**config.mk**
```make
export PLATFORM = sky130hd
export DESIGN_NAME = leaf_group_rr_arbiter
export DESIGN_NICKNAME = d
export VERILOG_FILES = /design/src/rtl/leaf_group_rr_arbiter.sv
export SDC_FILE = /design/constraint.sdc
export NUM_CORES = 1
export LEC_CHECK = 0
export CAP_MARGIN = 20
export CORE_MARGIN = 1.5
export CORE_UTILIZATION = 55
export DETAILED_ROUTE_END_ITERATION = 8
export PLACE_DENSITY = 0.86
export SYNTH_ARGS = -nofsm -noshare
export SYNTH_HDL_FRONTEND = slang
export SYNTH_SLANG_ARGS = --single-unit
```
**constraint.sdc**
```tcl
create_clock -name clk -period 4.7 [get_ports clk]
set_clock_uncertainty 0.2 [all_clocks]
set_input_delay 1.175 -clock clk [delete_from_list [all_inputs] [get_ports clk]]
set_output_delay 1.175 -clock clk [all_outputs]
set_load 0.005 [all_outputs]
```
**src/rtl/leaf_group_rr_arbiter.sv**
```systemverilog
// leaf_group_rr_arbiter: round-robin one-hot grant for the leaves of a branch node.
// Optional grant watchdog is compiled in by defining LEAF_ARB_WATCHDOG_EN.
module leaf_group_rr_arbiter #(
    parameter int N_REQ    = 10,
    parameter int MAX_HOLD = 16
) (
    input  logic                     clk,
    input  logic                     rst_n,
    input  logic [N_REQ-1:0]         req,
    input  logic                     freeze,
    output logic [N_REQ-1:0]         gnt,
    output logic                     gnt_valid,
    output logic [$clog2(N_REQ)-1:0] gnt_id,
    output logic                     timeout_pulse
);
    localparam int IW = $clog2(N_REQ);
    localparam int HW = $clog2(MAX_HOLD + 1);
    localparam logic [IW-1:0] LAST = IW'(N_REQ - 1);

    typedef enum logic {IDLE, GRANT} state_t;

    state_t           state;
    logic [IW-1:0]    ptr;
    logic [HW-1:0]    hold_cnt;
    logic [N_REQ-1:0] mask;
    logic [N_REQ-1:0] elig;
    logic [IW-1:0]    win;
    logic             win_ok;
    logic [IW:0]      idx;
    logic [IW-1:0]    next_ptr;
    logic             owner_req;

    assign elig      = req & ~mask;
    assign owner_req = req[gnt_id];
    assign next_ptr  = (gnt_id == LAST) ? '0 : gnt_id + IW'(1);

    // first eligible index scanning ptr upward with wrap
    always_comb begin
        win    = '0;
        win_ok = 1'b0;
        idx    = '0;
        for (int k = 0; k < N_REQ; k++) begin
            idx = {1'b0, ptr} + (IW+1)'(k);
            if (idx >= (IW+1)'(N_REQ))
                idx = idx - (IW+1)'(N_REQ);
            if (!win_ok && elig[idx[IW-1:0]]) begin
                win_ok = 1'b1;
                win    = idx[IW-1:0];
            end
        end
    end

`ifndef LEAF_ARB_WATCHDOG_EN
    assign mask          = '0;
    assign timeout_pulse = 1'b0;
`endif

    always_ff @(posedge clk or negedge rst_n) begin
        if (!rst_n) begin
            state     <= IDLE;
            ptr       <= '0;
            hold_cnt  <= '0;
            gnt       <= '0;
            gnt_valid <= 1'b0;
            gnt_id    <= '0;
`ifdef LEAF_ARB_WATCHDOG_EN
            mask          <= '0;
            timeout_pulse <= 1'b0;
`endif
        end else begin
`ifdef LEAF_ARB_WATCHDOG_EN
            timeout_pulse <= 1'b0;
            mask          <= mask & req;
`endif
            unique case (state)
                IDLE: begin
                    if (!freeze && win_ok) begin
                        state     <= GRANT;
                        gnt       <= N_REQ'(1) << win;
                        gnt_valid <= 1'b1;
                        gnt_id    <= win;
                        hold_cnt  <= '0;
                    end
                end
                GRANT: begin
                    if (!owner_req) begin
                        state     <= IDLE;
                        gnt       <= '0;
                        gnt_valid <= 1'b0;
                        gnt_id    <= '0;
                        ptr       <= next_ptr;
                    end
`ifdef LEAF_ARB_WATCHDOG_EN
                    else if (hold_cnt == HW'(MAX_HOLD - 1)) begin
                        state         <= IDLE;
                        gnt           <= '0;
                        gnt_valid     <= 1'b0;
                        gnt_id        <= '0;
                        ptr           <= next_ptr;
                        timeout_pulse <= 1'b1;
                        mask[gnt_id]  <= 1'b1;
                    end
`endif
                    else if (hold_cnt != '1) begin
                        hold_cnt <= hold_cnt + 1'b1;
                    end
                end
                default: state <= IDLE;
            endcase
        end
    end

endmodule

```
==> run_1/zoom.png <==
Bar = 10 um. Window x 28 to 58, y 28 to 58 um. Cells in grey, sequential cells in the stronger grey; small squares are vias.
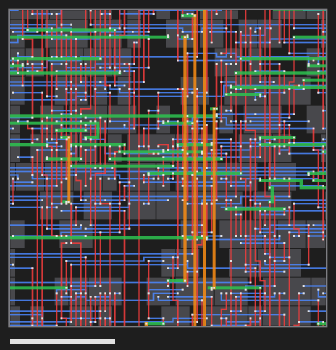
| colour | layer |
|---|---|
| blue | met1 |
| red | met2 |
| green | met3 |
| orange | met4 |
sequential cells in the window: 0
cells with their middle in the window: 79
most frequent: buf_4 (13), nor2_1 (12), a21oi_1 (5)

==> run_1/met4.png <==
Supply wires on this layer in grey.
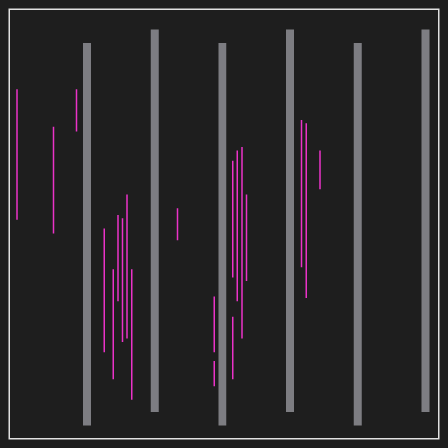
nets with wire on the layer: 19
share of all routed wire: 3.4%

==> results.toml, run 1 <==
# physical design summary
[clock_tree]
cts_tree = "yes"
cts_buffer_depth = 2

[floorplanning]
die_area_sq_um = 7350
initCoreUtil = 0.580
die_h_um = 85.8

[setup_path]
critPathBufInv = 3
cpPeakStageDelay_ps = 540
crit_family = "AND-OR/OR-AND gates"
critPathKind = "reg2reg"

[min_path]
worstHoldPathCells = 2

[global_route]
antenna_found_initial = 0

[synth]
async_flop_share = 1.00
synth.cell_area_sq_um = 3770
syn_inst = 456
top_cells_by_area = "dfrtp_1, mux2i_1, ha_1"

[placed_design]
port_buffers = 27
routabilityCongestion = 1.03

[final_layout]
insertedDiodeCount = 0
final_cell_area_sq_um = 4480

[sta]
finalHoldViolCount = 0
layout_setup_ws_ps = 122

[route]
drt_iter0_drc = 390

[flow_run]
warnings = 41

[run_status]
outcome = "completed"
==> run_1/metal_stack.png <==
Two of the layers only.
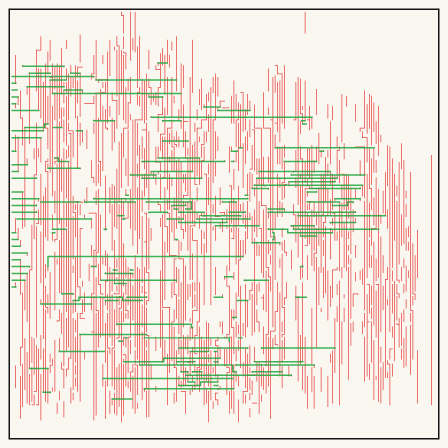
| colour | layer | wire length |
|---|---|---|
| red | met2 | 5870 um |
| green | met3 | 1010 um |
WL final: 12200 um
total track usage: 0.335

==> run_1/final_clocks.png <==
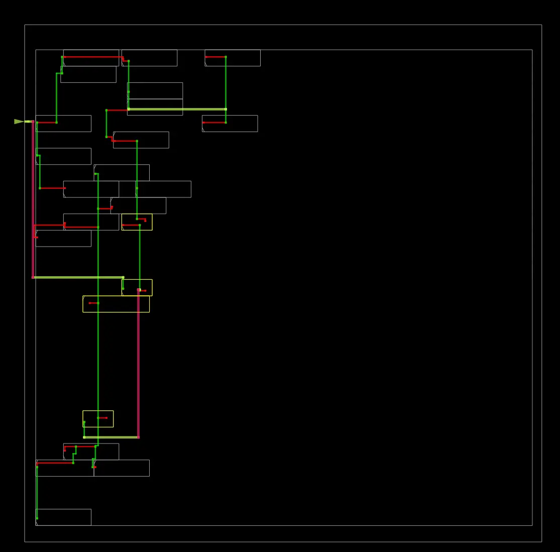
Flop Count: 20
Clock Sinks: 20
CLK BUF: 3
CTS buffer count: 3

[run 1: tightest hold or removal path: cells and delay by family, from the launching register on]
kind	cells	cell delay, ps
DFF	1	350
AOI/OAI and AO/OA	1	60
and+or+nand+nor	1	50
[run 1: how the worst max path moves through the flow]
stage	from	endpoint	depth (start not counted)
after floorplan	ptr[0]	gnt[1]	17
after global placement	req[5]	gnt[1]	10
after detailed placement	req[5]	gnt[9]	10
after CTS	ptr[1]	gnt[9]	14
after global routing	ptr[1]	gnt[2]	15
final	ptr[1]	gnt[5]	15
[run 1: synthesized netlist by cell type, drive strengths merged, types with 3 or more instances]
master,number
a21boi,5
mux2,12
nor2b,7
ha,22
o32a,3
o21bai,3
a32o,8
nor4,4
a211oi,9
and2,4
or3,9
a2111oi,3
or2,5
clkbuf,10
nand3,9
a21o,7
a31oi,5
o31ai,12
o32ai,3
xnor2,15
dfrtp,20
nand4b,3
a21oi,32
o221ai,3
o221a,3
mux4,10
buf,15
inv,18
mux2i,29
nor3,15
and3,6
nand2,35
o2111a,3
nor3b,3
o211ai,4
nor2,37
o21ai,20
nand2b,10
[run 1: stage by stage]
step	std cells	setup TNS, ps
finish	587	0
CTS	585	0
floorplan	456	0
detailed placement	581	-715
global route	587	-110
global placement	581	0
[run 1: repair_timing]
item | 4_1_cts | 5_1_grt
resized | 0 | 9
setup endpoints to repair | 0 | 14
setup buffers | 0 | 2
hold buffers | 0 | 0
hold endpoints to repair | 0 | 0
[run 1: state kept, by name, summed over array words and instances (netlist names)]
signal,cells
ptr,4
gnt,10
gnt_id,4
state,1
gnt_valid,1
[run 1: per-layer routing]
layer  share of wire  track usage
met1            0.40        0.438
met2            0.48        0.580
met3           0.083       0.0279
met4           0.033        0.122
met5               0            0
[run 1: final cells by class]
class                           instances  area, sq um  share of cell area
Clock inverter                          1         30.0             0.00670
Sequential cell                        20          502               0.112
Multi-Input combinational cell        393         3110               0.694
Inverter                               18         71.3              0.0159
Clock buffer                            3         41.3             0.00921
Timing Repair Buffer                   75          631               0.141
Tap cell                               77         96.3              0.0215
[run 1: cell families (layout without fill, tap and decap cells)]
family / Yosys count / after routing / synth area share
XOR/XNOR: 17 / 17 / 0.0465
multiplexers: 51 / 51 / 0.175
buffers and inverters: 43 / 97 / 0.0528
AND/OR/NAND/NOR: 155 / 155 / 0.220
AND-OR/OR-AND: 146 / 146 / 0.294
flip-flops: 20 / 20 / 0.133
other: 1 / 1 / 0.000996
adder cells (fa/ha/maj): 23 / 23 / 0.0784
==> run_1/met1.png <==
Supply wires on this layer in grey.
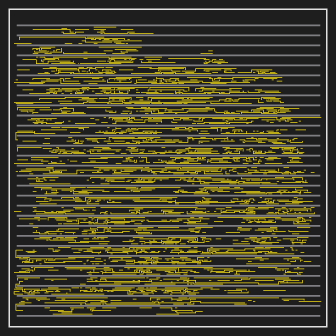

==> run 2: changes to the inputs <==
--- a/config.mk
+++ b/config.mk
@@ -6,7 +6,6 @@
 export NUM_CORES = 1
 export LEC_CHECK = 0
 export CAP_MARGIN = 20
-export CORE_MARGIN = 1.5
 export CORE_UTILIZATION = 55
 export DETAILED_ROUTE_END_ITERATION = 8
 export PLACE_DENSITY = 0.86
==> run_2/met1.png <==
Supply wires on this layer in grey.
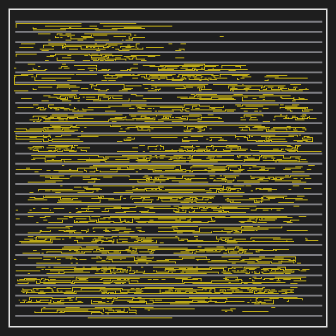
wire length on this layer: 5240 um
longest straight run: 41.4 um
WL final: 12500 um
GRT met1 Usage: 0.486

==> run 2 against run 1 <==
Via count down 0.85%. First-iteration DRC count fell by 9.7%. Utilization is essentially flat. Hold slack worse by 17 ps. Largest cell class unchanged.
==> results.toml, run 2 <==
# physical design summary
[run_status]
outcome = "completed"

[synth]
ys_sh_mux = 0.175
yosys.area_share.simple = 0.220
synth.cell_area_sq_um = 3770
syn_inst = 456
synth-adder-area-share = 0.0784
most_common_cell = "nor2_1"
top_cells_by_area = "dfrtp_1, mux2i_1, ha_1"
yosys.area_share.xor_xnor = 0.0465

[final_layout]
largest_reg_flops = 10

[sta]
tns_ps = 0

[setup_path]
critPathBufInv = 2
crit_family = "AND-OR/OR-AND gates"
critPathKind = "reg2reg"
cpPeakStageDelay_ps = 550

[floorplanning]
die_area_sq_um = 7180

[clock_tree]
cts_buffer_depth = 2
clkSinkCount = 20
tritoncts.num_buffers = 3

[placed_design]
port_buffers = 27
routabilityCongestion = 1.02

[route]
drt_iter0_drc = 352

[global_route]
grtUsageTotal = 0.354
==> run_2/zoom.png <==
Bar = 10 um. Window x 27 to 57, y 27 to 57 um. Cells in grey, sequential cells in the stronger grey; small squares are vias.
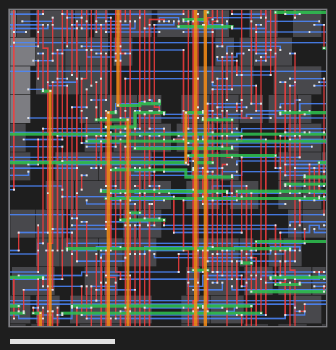
| colour | layer |
|---|---|
| orange | met4 |
| red | met2 |
| green | met3 |
| blue | met1 |
sequential cells in the window: 0
most frequent: buf_4 (13), nor2_1 (10), mux2i_1 (5)
cells with their middle in the window: 78

[run 2: cell counts after synthesis]
Identical to the previous run, type by type.
[run 2: stage by stage]
step / cells / utilization / area [sq um]
3_5_place_dp: 584 / 0.673 / 4370
6_report: 590 / 0.690 / 4480
3_3_place_gp: 584 / 0.673 / 4370
2_1_floorplan: 456 / - / 3770
5_1_grt: 590 / 0.690 / 4480
4_1_cts: 588 / 0.681 / 4420
[run 2: tightest hold or removal path, stage by stage, from the launching register on]
cell and delay (ps):
dfrtp_1 340, nand2_1 50, o31ai_1 50
[run 2: path summary, 6_finish.rpt]
path                        endpoint  slack [ps]  cells after the start
max                           gnt[4]         100                     14
min                           gnt[1]         280                      2
max reg2reg                   gnt[4]         100                     14
min reg2reg                   gnt[1]         280                      2
max in group asynchronous     ptr[1]        2500                      1
min in group asynchronous  gnt_valid        1210                      1
[run 2: kinds of logic (layout without fill, tap and decap cells)]
family,Yosys count,in the layout
other,1,1
DFF,20,20
buffers and inverters,43,100
xor gates and xnor gates,17,17
and+or+nand+nor,155,155
AOI/OAI and AO/OA,146,146
adders and majority gates,23,23
muxes,51,51
[run 2: layer usage]
layer	vias to the layer above	share of wire	GRT usage
met1	1924	0.42	0.486
met2	266	0.45	0.567
li1	1865	-	-
met5	-	0	0
met4	0	0.038	0.123
met3	39	0.092	0.0551
[run 2: final cells by class]
cell class,count,area (sq um)
Multi-Input combinational cell,393,3110
Fill cell,514,2010
Tap cell,77,96.3
Clock buffer,4,55.1
Sequential cell,20,502
Inverter,18,71.3
Timing Repair Buffer,78,653
[run 2: what timing repair did]
item,in CTS,in global routing
endpoints found under the hold margin,0,0
buffers inserted,0,2
hold buffers,0,0
gates resized,0,11
endpoints found under the setup margin,0,14
